**config.mk**
```make
export PLATFORM = sky130hd
export DESIGN_NAME = adc_scan_sequencer
export DESIGN_NICKNAME = d
export VERILOG_FILES = /design/src/rtl/adc_scan_sequencer.sv
export SDC_FILE = /design/constraint.sdc
export NUM_CORES = 1
export LEC_CHECK = 0
export CAP_MARGIN = 20
export CORE_MARGIN = 2
export CORE_UTILIZATION = 29
export CTS_CLUSTER_DIAMETER = 40
export DETAILED_ROUTE_END_ITERATION = 7
export SLEW_MARGIN = 20
export SYNTH_ARGS = -nofsm -noshare
export SYNTH_HDL_FRONTEND = slang
export SYNTH_SLANG_ARGS = --single-unit
export TNS_END_PERCENT = 100
```
**constraint.sdc**
```tcl
create_clock -name clk -period 2.44 [get_ports clk]
set_clock_uncertainty 0.1 [all_clocks]
set_input_delay 0.244 -clock clk [delete_from_list [all_inputs] [get_ports clk]]
set_output_delay 0.244 -clock clk [all_outputs]
set_load 0.03 [all_outputs]
```
**src/rtl/adc_scan_sequencer.sv**
```systemverilog
// -----------------------------------------------------------------------------
// adc_scan_sequencer
//
// Drives an LTC2308 8-channel 12-bit SPI ADC through a scan of the enabled
// channels in ch_mask (ascending order), either once or continuously. Each frame
// pulses CONVST, waits out the conversion, then clocks 12 SCK periods. During
// those periods it sends the config word for the NEXT channel and receives the
// result of the PREVIOUS config. The first frame after idle only primes this
// pipeline. Each result is tagged with its channel and presented with a
// one-cycle result_valid strobe.
//
// Ports
//   clk           system clock (50 MHz domain)
//   reset         asynchronous, active-high reset
//   start         one-cycle pulse, begins a scan when idle and ch_mask != 0
//   continuous    1 = keep rescanning until deasserted
//   ch_mask[7:0]  enabled channels, bit n = CH n
//   uni           1 = unipolar, 0 = bipolar
//   busy          scan in progress
//   result_valid  one-cycle result strobe
//   result_ch     channel of result_data (held until the next strobe)
//   result_data   12-bit conversion result (held until the next strobe)
//   adc_convst    to ADC_CONVST
//   adc_sck       to ADC_SCK (idles low)
//   adc_sdi       to ADC_SDI
//   adc_sdo       from ADC_SDO
// -----------------------------------------------------------------------------
module adc_scan_sequencer #(
  parameter int CLK_DIV     = 2,   // SCK half-period in clk cycles
  parameter int CONV_CYCLES = 80   // conversion wait in clk cycles
) (
  input  logic        clk,
  input  logic        reset,
  input  logic        start,
  input  logic        continuous,
  input  logic [7:0]  ch_mask,
  input  logic        uni,
  output logic        busy,
  output logic        result_valid,
  output logic [2:0]  result_ch,
  output logic [11:0] result_data,
  output logic        adc_convst,
  output logic        adc_sck,
  output logic        adc_sdi,
  input  logic        adc_sdo
);

  typedef enum logic [2:0] {
    S_IDLE,
    S_CONVST,
    S_CONV_WAIT,
    S_SHIFT,
    S_DONE
  } state_e;

  localparam int CNT_W = $clog2(CONV_CYCLES + 1);
  localparam int DIV_W = $clog2(CLK_DIV + 1);

  localparam logic [CNT_W-1:0] CONVST_LAST = CNT_W'(1);
  localparam logic [CNT_W-1:0] WAIT_LAST   = CNT_W'(CONV_CYCLES - 1);
  localparam logic [DIV_W-1:0] DIV_LAST    = DIV_W'(CLK_DIV - 1);

  // Lowest enabled channel in m.
  function automatic logic [2:0] first_ch(input logic [7:0] m);
    logic [2:0] c;
    c = 3'd0;
    for (int i = 7; i >= 0; i--) begin
      if (m[i]) c = 3'(i);
    end
    return c;
  endfunction

  // {found, channel}: lowest enabled channel strictly above cur.
  function automatic logic [3:0] next_ch(input logic [7:0] m, input logic [2:0] cur);
    logic [3:0] r;
    r = 4'd0;
    for (int i = 7; i >= 0; i--) begin
      if (m[i] && (3'(i) > cur)) r = {1'b1, 3'(i)};
    end
    return r;
  endfunction

  // Single-ended, sleep off. The ADC address order is odd/sign, select1, select0.
  function automatic logic [5:0] cfg_word(input logic [2:0] c, input logic u);
    return {1'b1, c[0], c[2], c[1], u, 1'b0};
  endfunction

  state_e            state_q, state_d;
  logic [CNT_W-1:0]  cnt_q, cnt_d;
  logic [DIV_W-1:0]  div_q, div_d;
  logic [3:0]        bit_q, bit_d;
  logic              sck_q, sck_d;
  logic [5:0]        sdi_q, sdi_d;
  logic [11:0]       shift_q, shift_d;
  logic [7:0]        mask_q, mask_d;
  logic              uni_q, uni_d;
  logic [2:0]        cfg_ch_q, cfg_ch_d;   // channel whose config this frame sends
  logic [2:0]        res_ch_q, res_ch_d;   // channel whose result this frame returns
  logic              priming_q, priming_d; // this frame's result is meaningless
  logic              wrap_q, wrap_d;       // this frame delivers the scan's last result
  logic              stop_q, stop_d;       // return to idle after this frame's DONE
  logic [2:0]        result_ch_q, result_ch_d;
  logic [11:0]       result_data_q, result_data_d;

  logic              half_done;
  logic              last_fall;
  logic [7:0]        scan_mask;
  logic [3:0]        nxt;

  assign half_done = (state_q == S_SHIFT) && (div_q == DIV_LAST);
  assign last_fall = half_done && sck_q && (bit_q == 4'd11);

  // ---------------------------------------------------------------------------
  // FSM: state register
  // ---------------------------------------------------------------------------
  always_ff @(posedge clk or posedge reset) begin
    // NOTE: sequential state uses non-blocking assignments so every flop
    // samples the pre-edge value of its inputs regardless of process order.
    if (reset) state_q <= S_IDLE;
    else       state_q <= state_d;
  end

  // ---------------------------------------------------------------------------
  // FSM: next-state logic
  // ---------------------------------------------------------------------------
  always_comb begin
    // NOTE: a default at the top of every combinational block means no path
    // leaves a variable unassigned, so no latch is inferred.
    state_d = state_q;
    case (state_q)
      S_IDLE:      if (start && (ch_mask != 8'd0)) state_d = S_CONVST;
      S_CONVST:    if (cnt_q == CONVST_LAST)      state_d = S_CONV_WAIT;
      S_CONV_WAIT: if (cnt_q == WAIT_LAST)        state_d = S_SHIFT;
      S_SHIFT:     if (last_fall)                 state_d = S_DONE;
      S_DONE:      state_d = stop_q ? S_IDLE : S_CONVST;
      default:     state_d = S_IDLE;
    endcase
  end

  // ---------------------------------------------------------------------------
  // FSM: outputs (decoded from registers only)
  // ---------------------------------------------------------------------------
  always_comb begin
    // busy drops already in the final DONE cycle, alongside the last strobe.
    busy         = (state_q != S_IDLE) && !((state_q == S_DONE) && stop_q);
    result_valid = (state_q == S_DONE) && !priming_q;
    adc_convst   = (state_q == S_CONVST);
  end

  assign adc_sck     = sck_q;
  assign adc_sdi     = sdi_q[5];
  assign result_ch   = result_ch_q;
  assign result_data = result_data_q;

  // ---------------------------------------------------------------------------
  // Datapath: next values
  // ---------------------------------------------------------------------------
  always_comb begin
    cnt_d         = '0;
    div_d         = div_q;
    bit_d         = bit_q;
    sck_d         = sck_q;
    sdi_d         = sdi_q;
    shift_d       = shift_q;
    mask_d        = mask_q;
    uni_d         = uni_q;
    cfg_ch_d      = cfg_ch_q;
    res_ch_d      = res_ch_q;
    priming_d     = priming_q;
    wrap_d        = wrap_q;
    stop_d        = stop_q;
    result_ch_d   = result_ch_q;
    result_data_d = result_data_q;
    scan_mask     = mask_q;
    nxt           = 4'd0;

    if (((state_q == S_CONVST) || (state_q == S_CONV_WAIT)) && (state_d == state_q))
      cnt_d = cnt_q + 1'b1;

    case (state_q)
      S_IDLE: begin
        if (state_d == S_CONVST) begin
          mask_d    = ch_mask;
          uni_d     = uni;
          cfg_ch_d  = first_ch(ch_mask);
          priming_d = 1'b1;
          wrap_d    = 1'b0;
          stop_d    = 1'b0;
        end
      end

      S_CONV_WAIT: begin
        // Config MSB must already be on SDI when SHIFT is entered.
        if (state_d == S_SHIFT) begin
          sdi_d = cfg_word(cfg_ch_q, uni_q);
          div_d = '0;
          bit_d = 4'd0;
          sck_d = 1'b0;
        end
      end

      S_SHIFT: begin
        if (half_done) begin
          div_d = '0;
          sck_d = ~sck_q;
          if (!sck_q) begin
            shift_d = {shift_q[10:0], adc_sdo};   // SCK rising: capture SDO
          end else begin
            sdi_d = {sdi_q[4:0], 1'b0};           // SCK falling: advance SDI
            bit_d = bit_q + 4'd1;
          end
        end else begin
          div_d = div_q + 1'b1;
        end
        if (last_fall) begin
          stop_d = wrap_q && !(continuous && (ch_mask != 8'd0));
          if (!priming_q) begin
            result_ch_d   = res_ch_q;
            result_data_d = shift_q;
          end
        end
      end

      S_DONE: begin
        if (!stop_q) begin
          // A scan boundary in continuous mode picks up the live mask and mode;
          // the trailing frame already counts as the new scan's first frame.
          if (wrap_q && (ch_mask != 8'd0)) begin
            scan_mask = ch_mask;
            mask_d    = ch_mask;
            uni_d     = uni;
          end
          nxt       = next_ch(scan_mask, cfg_ch_q);
          res_ch_d  = cfg_ch_q;
          priming_d = 1'b0;
          cfg_ch_d  = nxt[3] ? nxt[2:0] : first_ch(scan_mask);
          wrap_d    = ~nxt[3];
        end
      end

      default: ;
    endcase
  end

  // ---------------------------------------------------------------------------
  // Datapath: registers
  // ---------------------------------------------------------------------------
  always_ff @(posedge clk or posedge reset) begin
    if (reset) begin
      cnt_q         <= '0;
      div_q         <= '0;
      bit_q         <= 4'd0;
      sck_q         <= 1'b0;
      sdi_q         <= 6'd0;
      shift_q       <= 12'd0;
      mask_q        <= 8'd0;
      uni_q         <= 1'b0;
      cfg_ch_q      <= 3'd0;
      res_ch_q      <= 3'd0;
      priming_q     <= 1'b1;
      wrap_q        <= 1'b0;
      stop_q        <= 1'b0;
      result_ch_q   <= 3'd0;
      result_data_q <= 12'd0;
    end else begin
      cnt_q         <= cnt_d;
      div_q         <= div_d;
      bit_q         <= bit_d;
      sck_q         <= sck_d;
      sdi_q         <= sdi_d;
      shift_q       <= shift_d;
      mask_q        <= mask_d;
      uni_q         <= uni_d;
      cfg_ch_q      <= cfg_ch_d;
      res_ch_q      <= res_ch_d;
      priming_q     <= priming_d;
      wrap_q        <= wrap_d;
      stop_q        <= stop_d;
      result_ch_q   <= result_ch_d;
      result_data_q <= result_data_d;
    end
  end

endmodule

```
==> results.py <==
# Flow results
metrics = {
    "pwr": {
        "power_frac_comb_pct": 33.0,
        "cellPowerDensity_nw_per_um2": 1020,
        "seqPwrFrac_pct": 36.1,
        "sw_frac_of_total_pct": 34.9,
        "power_switching_uw": 1620,
        "power_leader": "registers",
        "seq_cell_power_uw": 1670,
        "pg_clk_uw": 1430,
        "p_int_uw": 3020,
        "p_leak_uw": 0.00198,
        "post-layout-total-power_uw": 4640,
        "irDropWorstVdd_v": 0.000729,
        "p_comb_uw": 1530,
    },
    "yosys": {
        "ys_sh_adder_pct": 1.07,
        "yosysChipArea_um2": 3500,
        "synth_warnings": 0,
        "syn_area_per_cell_um2": 10.4,
        "async_flop_share_pct": 100,
        "ys.flop_type": "dfrtp_1",
        "syn_inst": 336,
        "aoi_share_pct": 15.3,
        "synthesis.area_um2": 3500,
        "simple_gate_share_pct": 16.8,
        "common_cells": "dfrtp_1, nor2_1, nand2_1",
        "top_area_share_pct": 47.2,
        "xor_share_pct": 1.75,
        "logic_family": "simple AND/OR/NAND/NOR gates",
        "mux_share_pct": 13.7,
        "synth.distinct_cells": 63,
        "topCellsByArea": "dfrtp_1, mux2_2, mux2_1",
        "synth_dominant_cell_count": "dfrtp_1",
        "synth_nets": 353,
        "synth_seq_share_pct": 48.0,
        "yosys.area.top_type": "dfrtp_1",
        "ys_cells": 336,
    },
    "global_routing": {
        "grt_max_degree": 68,
        "grt_pass1_wl_mm": 14.0,
        "gr-usage-met1_pct": 18.0,
        "grt_pass1_vias": 2791,
        "grt_overflow": 0,
        "grt_most_used_layer": "met2",
        "grtUsageTotal_pct": 13.4,
        "antenna_found_initial": 0,
        "use_met2_pct": 21.4,
        "gr-usage-met3_pct": 3.77,
    },
    "clocking": {
        "clockBufferDepth": 2,
        "root_buffer": "clkbuf_16",
        "path_clk_slew_ns": 0.06,
        "cts_max_level": 3,
        "post_cts_buffers": 0,
        "cts_buffers": 9,
        "cts_tree": "yes",
        "holdBufCountCts": 0,
        "cts.sinks": 67,
    },
    "routing": {
        "wl_met3_um": 367,
        "drtAntennaViolNets": 0,
        "routed_wl_mm": 8.11,
        "drt-wirelength-per-cell_um": 14.7,
        "drt-vias-per-instance": 4.99,
        "drt-initial-drc-count": 116,
        "drc": 0,
        "num_vias": 2747,
        "top_layer_used": "met4",
        "firstDrtPassIters": 4,
        "wl_met2_mm": 3.77,
    },
    "worst_setup_path": {
        "reg2reg_slack_ns": 0.1,
        "reg2regPathDepth": 6,
        "crit_cells": 6,
        "cp_top_family": "AND-OR/OR-AND gates",
        "cp-startpoint": "wrap_q",
        "r2r_end": "cfg_ch_q[0]",
        "critPathBufInv": 1,
        "crit_type": "flop to flop",
        "crit_top_cell": "o221ai_1",
        "cp_slowest_cell": "or4b_1",
        "required_ns": 2.58,
        "cp.arrival_ns": 2.48,
        "crit_end": "cfg_ch_q[0]",
        "critPathMaxStageDelay_ns": 0.58,
        "worstPathCellList": "buf_4 > a21o_1 > a211oi_2 > o221ai_1 > or4b_1 > o221ai_1",
        "worst_setup_path_end_kind": "flop",
        "r2r_start": "wrap_q",
        "worst_setup_path_start_kind": "flop",
    },
    "timing": {
        "slew_viol_final": 0,
        "setup_viol": 0,
        "rsz0062_at_grt": "false",
        "hold_violations": 0,
        "fin_crit_sh_pct": 96.0,
        "max-slew-margin-rel_pct": 61.1,
        "worst_pin_slew_ns": 0.578,
        "fmax_ghz": 0.427,
        "min_period_ns": 2.34,
    },
    "placed_design": {
        "port_buffers": 33,
        "place_hpwl_mm": 5.89,
        "dpl_cell_area_um2": 4220,
        "gp_congestion": 0.854,
    },
    "floorplanning": {
        "die_w_um": 114,
        "ioPinCount": 34,
        "die_h_um": 114,
        "core_area_um2": 11900,
        "die_area_um2": 13000,
        "initCoreUtil_pct": 29.4,
    },
    "flow_run": {
        "tool_warnings": 27,
        "maxCapViolCount": 0,
    },
    "layout": {
        "nets": 415,
        "final_cell_area_um2": 4570,
        "final_util_pct": 38.4,
        "drive_above_1_share_pct": 23.8,
        "diodes": 0,
        "syn_to_final_growth_pct": 30.7,
    },
    "outcome": {
        "status": "finished clean",
    },
    "min_path": {
        "hold_path_class": "primary input to async pin",
    },
}
-- cells in the final DEF (no fill, tap or decap), drive strengths merged, types with 2 or more instances in the layout --
master         count
nand2             25
inv               15
or4                3
a211oi             2
nor3               3
ha                 3
or2                6
a21oi             12
a221oi             2
a21boi             2
dfrtp             66
xor2               4
nand3              9
nand4              2
buf               35
nor2              37
nor4               4
a31oi              9
nand2b             6
a22oi              2
bufinv             2
o21ai             22
clkdlybuf4s50     33
o311ai             3
nand3b             2
or4b               3
o21bai             5
o221ai             2
and3               4
clkbuf             9
xnor2              3
o41ai              2
o211ai             3
and3b              2
nor2b              5
mux2              39
mux2i              4
-- worst register-to-register path: stages, from the launching register on --
cell and delay, ns:
dfrtp_1 0.46, buf_4 0.23, a21o_1 0.21, a211oi_2 0.28
o221ai_1 0.21, or4b_1 0.58, o221ai_1 0.18
-- worst min path at each step --
stage | start | end | slack, ns
final | reset | result_data[3] | 0.20
after detailed placement | cnt_q[0] | cnt_q[0] | 0.39
after floorplan | adc_sdo | shift_q[0] | 0.28
after global placement | cnt_q[0] | cnt_q[0] | 0.37
after global routing | reset | result_data[8] | 0.22
after CTS | reset | result_data[3] | 0.21
-- final cells by class --
class                      instances  area, um2  share of cell area [%]
multi-input combinational        242       1720                    37.7
tap                              147        184                    4.02
clock buffer                       9        225                    4.93
sequential                        67       1680                    36.7
clock inverter                     7        104                    2.27
timing repair buffer              68        618                    13.5
inverter                          10       37.5                   0.821
-- metrics by stage --
stage	TNS (ns)	std cells	hold slack, ns	setup WS, ns
final	0	550	0.204	0.0969
after CTS	0	550	0.212	0.0223
after floorplan	0	336	0.276	0.193
after global placement	-3.72	534	0.368	-0.239
after global routing	0	550	0.220	0.00493
after detailed placement	-3.74	534	0.387	-0.251
### Cell density map

The die is cut into 11 by 11 equal tiles; white is low, dark blue is high, 0 to 100% covered.
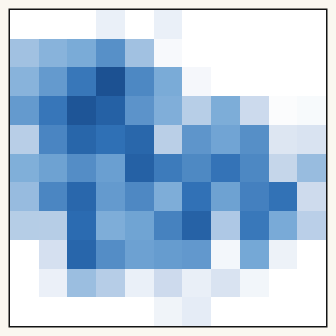
- emptiest ninth of the die: north-east
- fullest tile: 87%
- mean over tiles: 34%
- tiles over 75% full: 8.3%
- nearly empty tiles: 27%

### Clock distribution

Bar = 20 um.
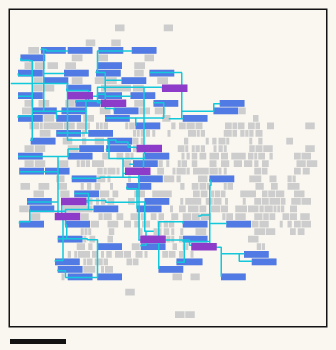
- clock wires: cyan (length 949 um)
- clock drivers: purple (count 9)
- flip-flops: blue (count 67)
- routed clock nets: 10

### Pin map

Pins as bars across the die edge, other pins in gray.
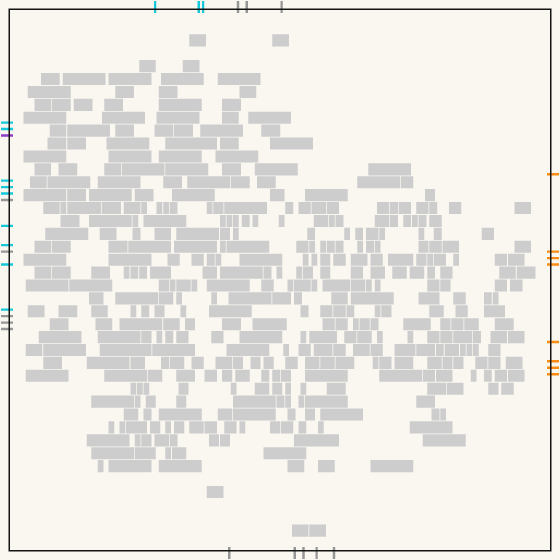
- `clk`: purple (pins 1; direction input; edge west)
- `ch_mask`: orange (pins 8; direction input; edge east)
- `result_data`: cyan (pins 12; direction output; edge 9 west, 3 north)

### Placement view

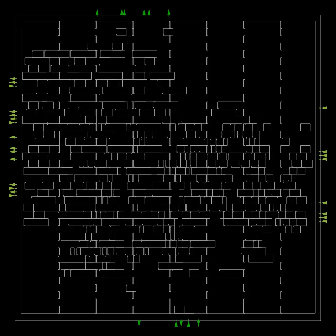
final non-filler cell total: 550
Seq Cell Count: 67
# fillers: 1195
# rows: 40

Power and IR drop assume default switching activity.
